===== src/rtl/io_bus_pkg.sv =====
// rtl/io_bus_pkg.sv - shared state type, peripheral address map and timing default for the IO bus arbiter
package io_bus_pkg;

    typedef enum logic [1:0] {
        IDLE   = 2'd0,
        ACCESS = 2'd1,
        DONE   = 2'd2
    } arb_state_t;

    localparam int WAIT_CYCLES_DEFAULT = 2;

    // Memory-mapped peripherals sit at the very top of the address space.
    localparam logic [31:0] ADDR_LED    = 32'hFFFF_FFFF;
    localparam logic [31:0] ADDR_SWITCH = 32'hFFFF_FFFE;
    localparam logic [31:0] ADDR_BUTTON = 32'hFFFF_FFFD;
    localparam logic [31:0] ADDR_SEG7   = 32'hFFFF_FFFC;
    localparam logic [31:0] ADDR_UART   = 32'hFFFF_FFFB;
    localparam logic [31:0] ADDR_LCD    = 32'hFFFF_FFFA;
    localparam logic [31:0] ADDR_ROTARY = 32'hFFFF_FFF9;

endpackage


===== src/rtl/io_rr_picker.sv =====
// rtl/io_rr_picker.sv - two-master winner selection; fairness on ties when IO_ARB_ROUND_ROBIN_EN is defined
module io_rr_picker (
    input  logic [1:0] reqs,
    input  logic       last_grant,
    output logic       grant
);

`ifdef IO_ARB_ROUND_ROBIN_EN
    // On a tie the master that did not win last time goes next.
    assign grant = (&reqs) ? ~last_grant : (reqs[1] & ~reqs[0]);
`else
    logic unused_last_grant;
    assign unused_last_grant = last_grant;
    assign grant             = reqs[1] & ~reqs[0];
`endif

endmodule


===== src/rtl/io_bus_arbiter.sv =====
// rtl/io_bus_arbiter.sv - two-master IO bus arbiter with fixed wait states; tie policy set by IO_ARB_ROUND_ROBIN_EN
module io_bus_arbiter
    import io_bus_pkg::*;
#(
    parameter int WAIT_CYCLES = WAIT_CYCLES_DEFAULT,
    parameter int AW          = 32
) (
    input  logic          clk,
    input  logic          reset,
    input  logic          m0_req,
    input  logic [AW-1:0] m0_addr,
    input  logic          m0_we,
    input  logic [AW-1:0] m0_wdata,
    output logic          m0_ack,
    input  logic          m1_req,
    input  logic [AW-1:0] m1_addr,
    input  logic          m1_we,
    input  logic [AW-1:0] m1_wdata,
    output logic          m1_ack,
    output logic [AW-1:0] rdata,
    output logic [AW-1:0] bus_addr,
    output logic          bus_memwrite,
    output logic [AW-1:0] bus_wdata,
    input  logic [AW-1:0] bus_rdata,
    output logic          busy
);

    arb_state_t    state;
    logic [3:0]    wait_cnt;
    logic [AW-1:0] lat_addr;
    logic [AW-1:0] lat_wdata;
    logic          lat_we;
    logic          lat_grant;
    logic          last_grant;
    logic          pick;

    io_rr_picker u_picker (
        .reqs       ({m1_req, m0_req}),
        .last_grant (last_grant),
        .grant      (pick)
    );

    // The bus only carries the latched transfer while an access is in flight.
    assign bus_addr     = (state == ACCESS) ? lat_addr  : '0;
    assign bus_wdata    = (state == ACCESS) ? lat_wdata : '0;
    assign bus_memwrite = (state == ACCESS) && (wait_cnt == 4'd0) && lat_we;
    assign busy         = (state != IDLE);

    always_ff @(posedge clk or posedge reset) begin
        if (reset) begin
            state      <= IDLE;
            wait_cnt   <= 4'd0;
            rdata      <= '0;
            m0_ack     <= 1'b0;
            m1_ack     <= 1'b0;
            lat_addr   <= '0;
            lat_wdata  <= '0;
            lat_we     <= 1'b0;
            lat_grant  <= 1'b0;
            last_grant <= 1'b1;
        end else begin
            m0_ack <= 1'b0;
            m1_ack <= 1'b0;
            case (state)
                IDLE: begin
                    if (m0_req || m1_req) begin
                        lat_grant  <= pick;
                        last_grant <= pick;
                        lat_addr   <= pick ? m1_addr  : m0_addr;
                        lat_wdata  <= pick ? m1_wdata : m0_wdata;
                        lat_we     <= pick ? m1_we    : m0_we;
                        wait_cnt   <= 4'(WAIT_CYCLES);
                        state      <= ACCESS;
                    end
                end
                ACCESS: begin
                    if (wait_cnt == 4'd0) begin
                        if (!lat_we) begin
                            rdata <= bus_rdata;
                        end
                        state <= DONE;
                    end else begin
                        wait_cnt <= wait_cnt - 4'd1;
                    end
                end
                DONE: begin
                    m0_ack <= ~lat_grant;
                    m1_ack <= lat_grant;
                    state  <= IDLE;
                end
                default: state <= IDLE;
            endcase
        end
    end

endmodule


===== config.mk =====
export PLATFORM = sky130hd
export DESIGN_NAME = io_bus_arbiter
export DESIGN_NICKNAME = d
export VERILOG_FILES = /design/src/rtl/io_bus_pkg.sv /design/src/rtl/io_rr_picker.sv /design/src/rtl/io_bus_arbiter.sv
export SDC_FILE = /design/constraint.sdc
export NUM_CORES = 1
export LEC_CHECK = 0
export CORE_MARGIN = 8
export CORE_UTILIZATION = 41
export DETAILED_ROUTE_END_ITERATION = 7
export PLACE_DENSITY = 0.85
export SYNTH_ARGS = -nofsm -noshare
export SYNTH_HDL_FRONTEND = slang
export SYNTH_SLANG_ARGS = --single-unit

===== constraint.sdc =====
create_clock -name clk -period 4.7 [get_ports clk]
set_input_delay 0.94 -clock clk [delete_from_list [all_inputs] [get_ports clk]]
set_output_delay 0.94 -clock clk [all_outputs]
set_load 0.01 [all_outputs]

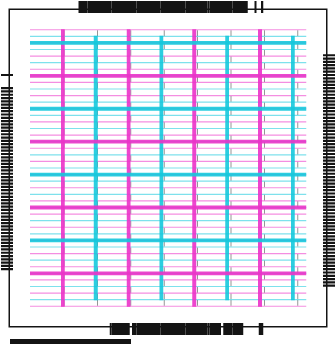
Figure 1: supply network.
The bar under the picture is 50 microns long. Pins as bars on the die edge. Tap cells in gray.
Key: VSS = magenta; VDD = cyan
The core has 42 rows. 176 tap cells.

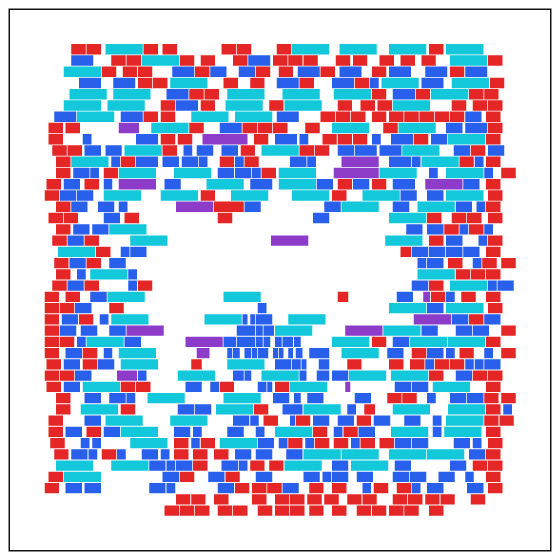
Figure 2: cell classes on the final placement.
Key: remaining logic cells = blue [cells 265]; registers = cyan [cells 106]; clock drivers and dummy loads = purple [cells 16]; remaining buffers and delay cells = red [cells 270]

==> flow_metrics.py <==
# Physical implementation metrics
metrics = {
    "synthesis": {
        "yosys_cells": 396,
        "synth-simple-area-share_pct": 9.884,
        "synth_nets": 564,
        "synthArstFlopShare_pct": 100.0,
        "yosys_warnings": 0,
        "synth.area.mux_share_pct": 36.00,
        "synth_top_cell_by_count": "mux2_2",
        "avgSynthCellArea_sq_um": 13.59,
        "yosysTopAreaCell": "dfrtp_1",
        "synthDistinctLibCells": 28,
        "synth_cells": 396,
        "synth-compound-area-share_pct": 0.9767,
        "ys_sh_xor_pct": 0,
        "edf_count": 0,
        "ys_seq_share_pct": 49.30,
        "logic_family": "multiplexers",
    },
    "setup_path": {
        "r2r_start": "wait_cnt[0]",
        "path_depth": 4,
        "cp.buffers_inverters": 2,
        "crit_chain": "nor2b_4 -> buf_4 -> and2_1 -> clkdlybuf4s50_1",
        "crit_type": "reg2out",
        "critPathMaxStageDelay_ns": 0.58,
        "startpoint": "state[0]",
        "crit_path_end": "bus_addr[3]",
        "startpoint_type": "flip-flop",
        "reg2reg_setup_slack_ns": 2.12,
        "crit_required_ns": 3.76,
        "critPathArrivalTime_ns": 2.56,
        "r2r_end": "rdata[19]",
    },
    "power": {
        "powerDensity_nw_per_um2": 620.3,
        "combPwrFrac_pct": 53.8,
        "p_leak_nw": 3.534,
        "p_sw_share_pct": 31.18,
    },
    "final_timing": {
        "setup_viol": 0,
        "setup_tns_ns": 0,
        "relSlewSlack_pct": 31.12,
        "hold_violations": 0,
        "min_period_over_period_pct": 74.50,
        "rsz0062_at_grt": "no",
        "skew_ns": 0.007440,
    },
    "grt": {
        "grt_pass1_vias": 4595,
        "grt_use_total_pct": 18.07,
        "overflow": 0,
    },
    "placement": {
        "dp_hpwl_mm": 12.01,
        "place_congestion": 0.8050,
    },
    "routing": {
        "via_per_inst": 4.827,
        "dr.max_layer_used": "met4",
        "vias": 4021,
        "drt-met1-wl_mm": 5.853,
    },
    "status": {
        "status": "completed",
    },
    "finish": {
        "syn2layout_area_growth_pct": 57.93,
        "antennaDiodeCount": 0,
        "logic_area_sq_um": 2570,
        "drive_above_1_share_pct": 28.61,
        "n_fill_cell": 1015,
        "regArea_sq_um": 2653,
    },
    "floorplan": {
        "chipArea_sq_um": 17040,
        "die_w_microns": 130.6,
        "io_pins": 266,
        "die_h_microns": 130.6,
    },
    "flow_run": {
        "maxCapViolations": 0,
    },
    "cts": {
        "post_cts_buffers": 0,
        "cts.path.max_buffers": 2,
        "cts_buffers": 9,
        "h-tree-depth": 3,
        "cts_tree": "built",
    },
}
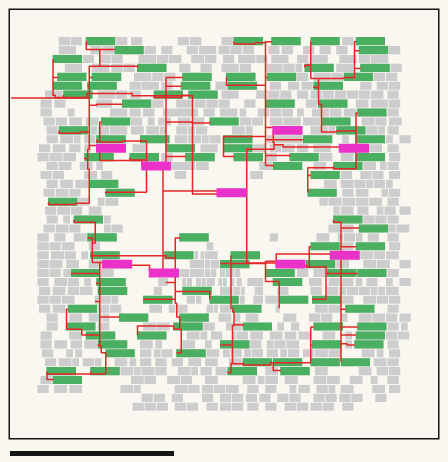
Figure 3: routed clock nets over the placement.
The bar under the picture is 50 microns long.
Key: flip-flops = green [count 106]; clock wires = red [length 1,280 microns]; clock-net drivers = magenta [count 9]
There are 10 routed clock nets.

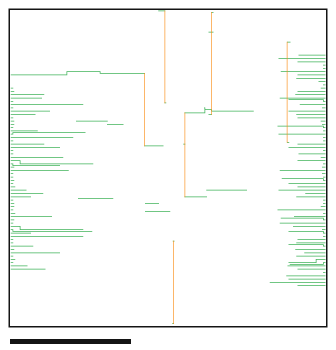
Figure 4: metal layers overlaid.
The bar under the picture is 50 microns long. Only two layers are drawn.
Key: M4 = orange [wire length 220 microns]; M3 = green [wire length 1,380 microns]

-- kinds of logic (layout without fill, tap and decap cells) --
| logic type | count (synthesis) | count (layout) |
|---|---|---|
| AND-OR/OR-AND | 9 | 9 |
| AND/OR/NAND/NOR | 87 | 87 |
| buffers and inverters | 30 | 291 |
| adder cells (fa/ha/maj) | 2 | 2 |
| multiplexers | 162 | 162 |
| flip-flops | 106 | 106 |
-- flip-flops by register name, indices dropped and copies added (netlist names) --
signal / cells
lat_grant: 1
wait_cnt: 4
m0_ack: 1
state: 2
lat_we: 1
rdata: 32
lat_addr: 32
lat_wdata: 32
m1_ack: 1
-- power by group through the flow --
stage	logic (mW)	clock network, mW	registers (mW)
finish	2.83	0.823	1.62
global route	3.03	0.880	1.68
CTS	2.88	0.844	1.62
detailed placement	2.87	0	1.63
global placement	2.81	0	1.60
floorplan	1.44	0	1.63
-- how the worst min path moves through the flow --
stage / startpoint / end / depth (start not counted) / slack (ns)
final: lat_grant / m0_ack / 1 / 0.46
after global routing: lat_grant / m0_ack / 1 / 0.50
after floorplan: lat_grant / m0_ack / 1 / 0.42
after CTS: lat_grant / m0_ack / 1 / 0.46
after detailed placement: lat_grant / m0_ack / 1 / 0.45
after global placement: lat_grant / m0_ack / 1 / 0.46
-- cell usage in the layout, fill, tap and decap left out --
cell,instances
o22ai_1,1
buf_4,4
o21ai_0,3
a211o_1,1
or3b_4,1
a21oi_1,3
dfrtp_1,106
nor2_1,4
nor2b_1,1
nor3b_1,2
mux2_2,132
mux2_4,30
bufinv_16,2
nand2b_1,1
nor2b_4,2
nor2_4,1
inv_1,4
nand3_1,2
clkdlybuf4s50_1,265
clkbuf_1,1
and2_1,64
clkbuf_16,9
and3b_1,1
clkbuf_8,2
nor3_1,3
o211ai_1,1
ha_1,2
and3_1,1
nand2_1,2
or4_1,1
clkinv_4,1
or3_2,1
inv_4,1
clkinv_2,1
buf_12,1
-- metal layers --
metal / global-route usage, % / up-vias
met5: 0 / -
met4: 3.714 / 0
met3: 7.305 / 13
met2: 32.95 / 156
met1: 19.21 / 1977
li1: - / 1875
-- final cells by class --
| type | instances | area share (%) |
|---|---|---|
| Clock buffer | 12 | 3.019 |
| Clock inverter | 4 | 0.8688 |
| Inverter | 5 | 0.2503 |
| Multi-Input combinational cell | 260 | 30.25 |
| Sequential cell | 106 | 31.22 |
| Tap cell | 176 | 2.592 |
| Timing Repair Buffer | 270 | 31.81 |
-- per-stage QoR --
step / area, sq um / power [mW] / instances / setup slack [ns] / util [%]
CTS: 8497 / 5.343 / 833 / 1.144 / 65.20
finish: 8497 / 5.271 / 833 / 1.198 / 65.20
global placement: 8167 / 4.412 / 817 / 1.434 / 62.66
floorplan: 5380 / 3.071 / 396 / 0.9711 / -
global route: 8497 / 5.590 / 833 / 0.9948 / 65.20
detailed placement: 8167 / 4.502 / 817 / 1.383 / 62.66
Power is estimated from default activity; no workload was simulated.
